**src/rtl/shift_pipe.sv**
```systemverilog
// Pipelined barrel shifter (SLL/SRL/SRA/ROL): one register per shift level, valid/ready per stage.
// Optional out_sticky port (OR of all bits shifted off) is enabled by defining SHIFT_PIPE_STICKY_EN.
module shift_pipe #(
  parameter int WIDTH = 32,
  parameter int SHW   = $clog2(WIDTH),
  parameter int TAG_W = 5
) (
  input  logic             clock,
  input  logic             reset_n,
  input  logic             in_valid,
  output logic             in_ready,
  input  logic [WIDTH-1:0] in_data,
  input  logic [SHW-1:0]   in_shamt,
  input  logic [1:0]       in_mode,
  input  logic [TAG_W-1:0] in_tag,
  output logic             out_valid,
  input  logic             out_ready,
  output logic [WIDTH-1:0] out_data,
  output logic [TAG_W-1:0] out_tag
`ifdef SHIFT_PIPE_STICKY_EN
  ,
  output logic             out_sticky
`endif
);

  localparam logic [1:0] MODE_SLL = 2'b00;
  localparam logic [1:0] MODE_SRL = 2'b01;
  localparam logic [1:0] MODE_SRA = 2'b10;

  if ((WIDTH & (WIDTH - 1)) != 0 || WIDTH < 8 || WIDTH > 64) begin : g_bad_width
    $error("shift_pipe: WIDTH must be a power of 2 in 8..64");
  end

  // Handshake: a stage loads when it is empty or its content moves on this edge;
  // the last stage moves when out_ready=1. in_ready is the load enable of stage 0.

  function automatic logic [WIDTH-1:0] shift_level(input logic [WIDTH-1:0] d,
                                                   input logic [1:0] mode, input int k);
    int s;
    s = 1 << k;
    case (mode)
      MODE_SLL: shift_level = d << s;
      MODE_SRL: shift_level = d >> s;
      MODE_SRA: shift_level = $signed(d) >>> s;
      default:  shift_level = (d << s) | (d >> (WIDTH - s));
    endcase
  endfunction

`ifdef SHIFT_PIPE_STICKY_EN
  function automatic logic lost_bits(input logic [WIDTH-1:0] d, input logic [1:0] mode,
                                     input int k);
    int s;
    logic [WIDTH-1:0] lo_mask;
    logic [WIDTH-1:0] hi_mask;
    s       = 1 << k;
    lo_mask = ~({WIDTH{1'b1}} << s);
    hi_mask = ~({WIDTH{1'b1}} >> s);
    case (mode)
      MODE_SLL:           lost_bits = |(d & hi_mask);
      MODE_SRL, MODE_SRA: lost_bits = |(d & lo_mask);
      default:            lost_bits = 1'b0;
    endcase
  endfunction
`endif

  logic [SHW-1:0]   valid_q;
  logic [SHW-1:0]   stage_en;
  logic [SHW-1:0]   src_valid;
  logic             down_ready;
  logic [WIDTH-1:0] data_q    [SHW];
  logic [WIDTH-1:0] data_d    [SHW];
  logic [WIDTH-1:0] src_data  [SHW];
  logic [SHW-1:0]   shamt_q   [SHW];
  logic [SHW-1:0]   src_shamt [SHW];
  logic [1:0]       mode_q    [SHW];
  logic [1:0]       src_mode  [SHW];
  logic [TAG_W-1:0] tag_q     [SHW];
  logic [TAG_W-1:0] src_tag   [SHW];
`ifdef SHIFT_PIPE_STICKY_EN
  logic [SHW-1:0]   sticky_q;
  logic [SHW-1:0]   sticky_d;
  logic [SHW-1:0]   src_sticky;
`endif

  always_comb begin
    src_valid    = '0;
    src_valid[0] = in_valid;
    src_data[0]  = in_data;
    src_shamt[0] = in_shamt;
    src_mode[0]  = in_mode;
    src_tag[0]   = in_tag;
    for (int k = 1; k < SHW; k++) begin
      src_valid[k] = valid_q[k-1];
      src_data[k]  = data_q[k-1];
      src_shamt[k] = shamt_q[k-1];
      src_mode[k]  = mode_q[k-1];
      src_tag[k]   = tag_q[k-1];
    end
    for (int k = 0; k < SHW; k++) begin
      data_d[k] = src_shamt[k][k] ? shift_level(src_data[k], src_mode[k], k) : src_data[k];
    end
  end

`ifdef SHIFT_PIPE_STICKY_EN
  always_comb begin
    src_sticky    = '0;
    src_sticky[0] = 1'b0;
    for (int k = 1; k < SHW; k++) src_sticky[k] = sticky_q[k-1];
    sticky_d = '0;
    for (int k = 0; k < SHW; k++) begin
      sticky_d[k] = src_sticky[k] |
                    (src_shamt[k][k] & lost_bits(src_data[k], src_mode[k], k));
    end
  end
`endif

  // Ready ripples from the consumer back to stage 0, so bubbles collapse without a global stall.
  always_comb begin
    stage_en   = '0;
    down_ready = out_ready;
    for (int k = SHW - 1; k >= 0; k--) begin
      stage_en[k] = ~valid_q[k] | down_ready;
      down_ready  = stage_en[k];
    end
  end

  always_ff @(posedge clock or negedge reset_n) begin
    if (!reset_n) begin
      valid_q <= '0;
      for (int k = 0; k < SHW; k++) begin
        data_q[k]  <= '0;
        shamt_q[k] <= '0;
        mode_q[k]  <= '0;
        tag_q[k]   <= '0;
      end
`ifdef SHIFT_PIPE_STICKY_EN
      sticky_q <= '0;
`endif
    end else begin
      for (int k = 0; k < SHW; k++) begin
        if (stage_en[k]) begin
          valid_q[k] <= src_valid[k];
          // Payload only moves with a valid op; bubbles leave the data registers untouched.
          if (src_valid[k]) begin
            data_q[k]  <= data_d[k];
            shamt_q[k] <= src_shamt[k];
            mode_q[k]  <= src_mode[k];
            tag_q[k]   <= src_tag[k];
`ifdef SHIFT_PIPE_STICKY_EN
            sticky_q[k] <= sticky_d[k];
`endif
          end
        end
      end
    end
  end

  assign in_ready  = stage_en[0];
  assign out_valid = valid_q[SHW-1];
  assign out_data  = data_q[SHW-1];
  assign out_tag   = tag_q[SHW-1];
`ifdef SHIFT_PIPE_STICKY_EN
  assign out_sticky = sticky_q[SHW-1];
`endif

  // Shift-amount bits already consumed and the last stage's mode are carried but never read.
  logic lint_unused;
  always_comb begin
    lint_unused = ^mode_q[SHW-1];
    for (int k = 0; k < SHW; k++) lint_unused = lint_unused ^ (^shamt_q[k]);
  end

endmodule

```
**config.mk**
```make
export PLATFORM = sky130hd
export DESIGN_NAME = shift_pipe
export DESIGN_NICKNAME = d
export VERILOG_FILES = /design/src/rtl/shift_pipe.sv
export SDC_FILE = /design/constraint.sdc
export NUM_CORES = 1
export LEC_CHECK = 0
export ABC_AREA = 0
export CORE_MARGIN = 3
export CORE_UTILIZATION = 45
export DETAILED_ROUTE_END_ITERATION = 8
export HOLD_SLACK_MARGIN = 0.05
export PLACE_DENSITY_LB_ADDON = 0.25
export SYNTH_ARGS = -nofsm -noshare
export SYNTH_HDL_FRONTEND = slang
export SYNTH_SLANG_ARGS = --single-unit
```
**constraint.sdc**
```tcl
create_clock -name clock -period 2 [get_ports clock]
set_input_delay 0.3 -clock clock [delete_from_list [all_inputs] [get_ports clock]]
set_output_delay 0.3 -clock clock [all_outputs]
set_load 0.05 [all_outputs]
```
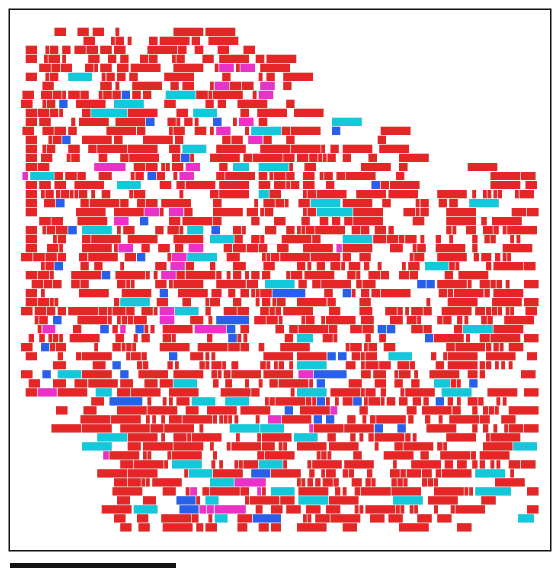
Fig. 1. Cell sizes after repair (run 1).
Scale bar: 50 um.
_0 and _1 cells: marked red, cells 1029. _3 and _4 cells: marked blue, cells 53. _6 and larger: marked cyan, cells 56. _2 cells: marked magenta, cells 38.

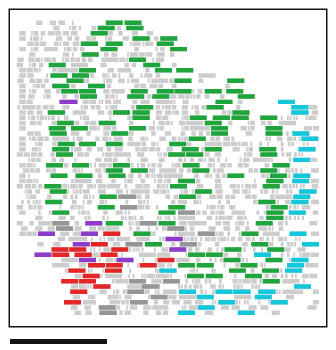
Fig. 2. Sequential cells colored by netlist name (run 1).
Scale bar: 50 um.
shamt_q: marked purple, placed flops 10. out_data: marked cyan, placed flops 32. data_q: marked green, placed flops 128, where all over the die. src_tag: marked red, placed flops 20, where bottom left.
Another 18 sequential cells are not colored.

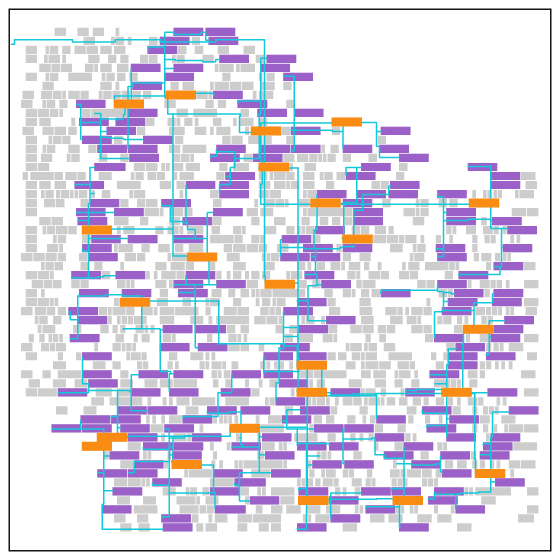
Fig. 3. Clock distribution (run 1).
flip-flops: marked purple, count 208. clock drivers: marked orange, count 23. clock wires: marked cyan, length 2590 um.
Position of the flops: all over the die. There are 24 routed clock nets.
clock power share: 21.8%
worst-skew pair later-pin latency: 0.51 ns

==> qor.yml, run 1 <==
timing:
  hold_violations: 0
  tightest_slew_ns: 0.757
  fmax_mhz: 512
  fin_crit_ns: 1.95
  rsz0062_at_grt: "yes"
  fin_crit_sh_pct: 97.6
  drv_slew: 0
  slew_headroom_pct: 49.5
  setup_tns_ns: 0
  finalWorstSetupSlack_ns: 0.0479
die:
  core_util_floorplan_pct: 46.5
  ios: 87
  dieArea_sq_um: 26600
  row_count: 56
  dieWidth_um: 163
drt:
  ant_nets: 0
  wl_per_cell_um: 16.9
  drc: 0
  drt-initial-drc-count: 457
  dr.max_layer_used: "met4"
  wl_met2_um: 11700
power:
  clock_power_mw: 4.34
  switchingPower_mw: 7.96
  p_comb_mw: 8.28
  p_seq_mw: 7.33
  worst_ir_drop_vdd_uv: 893
  p_seq_share_pct: 36.7
  power.density_nw_per_um2: 1490
clocking:
  htreeDepth: 1
  path_clk_slew_ns: 0.06
  cts_setup_buffers: 0
  cts.path.max_buffers: 3
  ctsResizeCount: 9
critical_path:
  cp_max_fo: 2
  r2r_end: "data_q[108]"
  worstSetupPathDepth: 1
  end_kind: "primary output"
  cp_cell_sequence: "clkdlybuf4s50_1"
  reg2regPathDepth: 5
  cp_slowest_cell: "clkdlybuf4s50_1"
  rrSetupSlack_ns: 0.21
  critPathLaunch: "out_data[16]"
  arrival_ns: 1.65
placement:
  dp_slack_ns: 0.00277
  placed_area_sq_um: 12500
  numPortBuffers: 86
cells_and_area:
  sh_seq_area_pct: 38.9
  fin_area_sq_um: 13400
  n_sequential_cell: 208
  fin_util_pct: 56.2
  instances_no_fill: 1495
  buf_share_pct: 12.7
  n_all_buffers: 153
  final_nets: 1208
  largest_class: "logic gates"
  most-common-layout-cells: "dfrtp_1, nor2_1, nand2_1"
  comb_share_pct: 39.2
  drive_above_1_share_pct: 12.5
global_route:
  grt_max_degree: 66
  grt_pass1_vias: 8042
  grt_pass1_wl_um: 42800
  antenna_found_initial: 0
yosys:
  edf_count: 0
  synth-adder-area-share_pct: 0
  synthAoiAreaFrac_pct: 23.2
  yosysTopAreaCell: "dfrtp_1"
  logic_family: "AND-OR/OR-AND gates"
  yosys_area_sq_um: 11100
  synth_xor_xnor_area_share_pct: 0.903
  topCellsByArea: "dfrtp_1, mux2i_1, a21o_1, a211oi_1, nor2_1"
  netlist.area_leader.share_pct: 46.9
  yosysMostFrequentCell: "dfrtp_1"
  synth.area.mux_share_pct: 13.2
  ys_cells: 1103
run:
  drv_cap: 0
  warnings: 27
status:
  outcome: "finished, final reports clean"
Fig. 4: run 1, clock nets
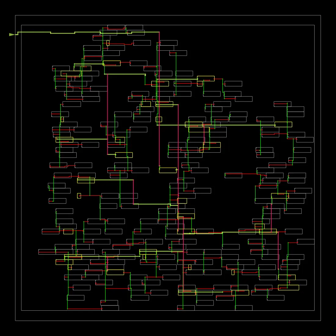

==> run 2: changes to the inputs <==
==> constraint.sdc (replaced) <==
create_clock -name clock -period 1.75 [get_ports clock]
set_input_delay 0.2625 -clock clock [delete_from_list [all_inputs] [get_ports clock]]
set_output_delay 0.2625 -clock clock [all_outputs]
set_load 0.05 [all_outputs]
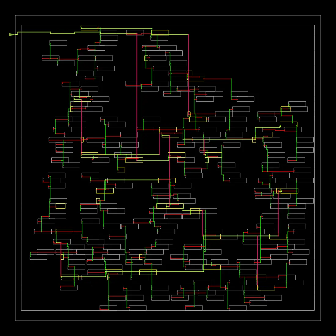
Fig. 5. Clock nets (run 2).
Power Clock: 4.73 mW
Final Skew: 0.0159 ns
Inserted Clock Buffers: 24
Seq Cell Count: 208

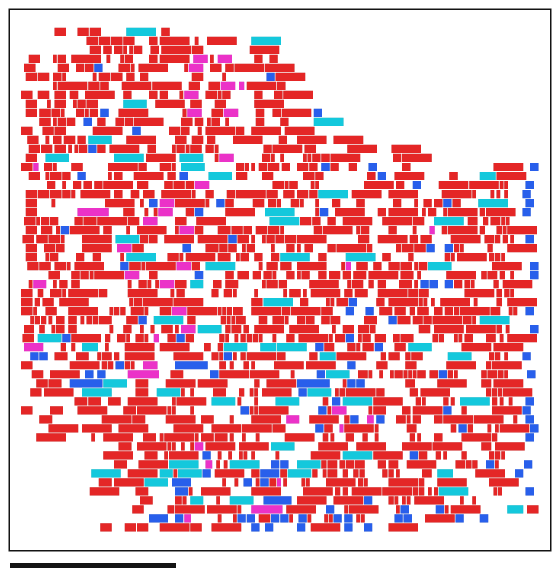
Fig. 6. Cell sizes after repair (run 2).
Scale bar: 50 um.
_2 cells: marked magenta, cells 38. _3 and _4 cells: marked blue, cells 116. _6 and larger: marked cyan, cells 59. _0 and _1 cells: marked red, cells 993.

==> run 2 against run 1 <==
Compared with the run above:
- hold slack worse by 0.029 ns
- synthesized cell count stayed put
- critical path type unchanged
- area after synthesis stayed put
- first-iteration DRC count is 8.5% higher
==> qor.yml, run 2 <==
timing:
  drv_slew: 0  # unchanged
  setup_tns_ns: 0  # unchanged
  rsz0062_at_grt: "yes"  # unchanged
  finalWorstSetupSlack_ns: 0.00882  # was 0.0479 ns
  tightest_slew_ns: 0.715  # was 0.757 ns
  slew_headroom_pct: 52.3  # was 49.5%
yosys:
  edf_count: 0  # unchanged
  synth.area.mux_share_pct: 13.2  # unchanged
  synthAoiAreaFrac_pct: 23.2  # unchanged
  netlist.area_leader.share_pct: 46.9  # unchanged
  yosysMostFrequentCell: "dfrtp_1"  # unchanged
  topCellsByArea: "dfrtp_1, mux2i_1, a21o_1, a211oi_1, nor2_1"  # unchanged
  synth-adder-area-share_pct: 0  # unchanged
  logic_family: "AND-OR/OR-AND gates"  # unchanged
  ys_cells: 1103  # unchanged
  yosysTopAreaCell: "dfrtp_1"  # unchanged
  synth_xor_xnor_area_share_pct: 0.903  # unchanged
cells_and_area:
  drive_above_1_share_pct: 17.7  # was 12.5%
  instances_no_fill: 1525  # was 1495
  n_all_buffers: 182  # was 153
  fin_util_pct: 56.4  # was 56.2%
  fin_area_sq_um: 13400  # about the same
  final_nets: 1237  # was 1208
  comb_share_pct: 38.9  # was 39.2%
critical_path:
  critPathLaunch: "valid_q[2]"  # was out_data[16]
  cp_max_fo: 2  # unchanged
  rrSetupSlack_ns: 0.11  # was 0.21 ns
  r2r_end: "data_q[36]"  # was data_q[108]
  cp_slowest_cell: "dfrtp_1"  # was clkdlybuf4s50_1
  arrival_ns: 1.48  # was 1.65 ns
  worstSetupPathDepth: 5  # was 1
  end_kind: "primary output"  # unchanged
drt:
  wl_met2_um: 11900  # was 11700 um
  drt-initial-drc-count: 496  # was 457
  ant_nets: 0  # unchanged
  dr.max_layer_used: "met4"  # unchanged
  drc: 0  # unchanged
clocking:
  path_clk_slew_ns: 0.06  # about the same
  ctsResizeCount: 7  # was 9
  cts_setup_buffers: 5  # was 0
  htreeDepth: 1  # unchanged
  worstSkewPairLatency_ns: 0.51  # about the same
power:
  worst_ir_drop_vdd_uv: 904  # was 893 uV
  clock_power_share_pct: 20.6  # was 21.8%
  switchingPower_mw: 9.19  # was 7.96 mW
  p_seq_share_pct: 36.5  # was 36.7%
  power.density_nw_per_um2: 1710  # was 1490 nW/um^2
  p_seq_mw: 8.37  # was 7.33 mW
global_route:
  grt_pass1_wl_um: 42700  # was 42800 um
  grt_max_degree: 65  # was 66
  grt_pass1_vias: 8023  # was 8042
run:
  drv_cap: 0  # unchanged
placement:
  dp_slack_ns: -0.265  # was 0.00277 ns
  numPortBuffers: 86  # unchanged
  placed_area_sq_um: 12600  # was 12500 sq um
die:
  core_util_floorplan_pct: 46.5  # unchanged
  row_count: 56  # unchanged
  dieArea_sq_um: 26600  # unchanged
  dieWidth_um: 163  # unchanged
  ios: 87  # unchanged
status:
  outcome: "finished, final reports clean"  # unchanged
Power figures rest on the tool's default switching activity, not on a simulated workload.
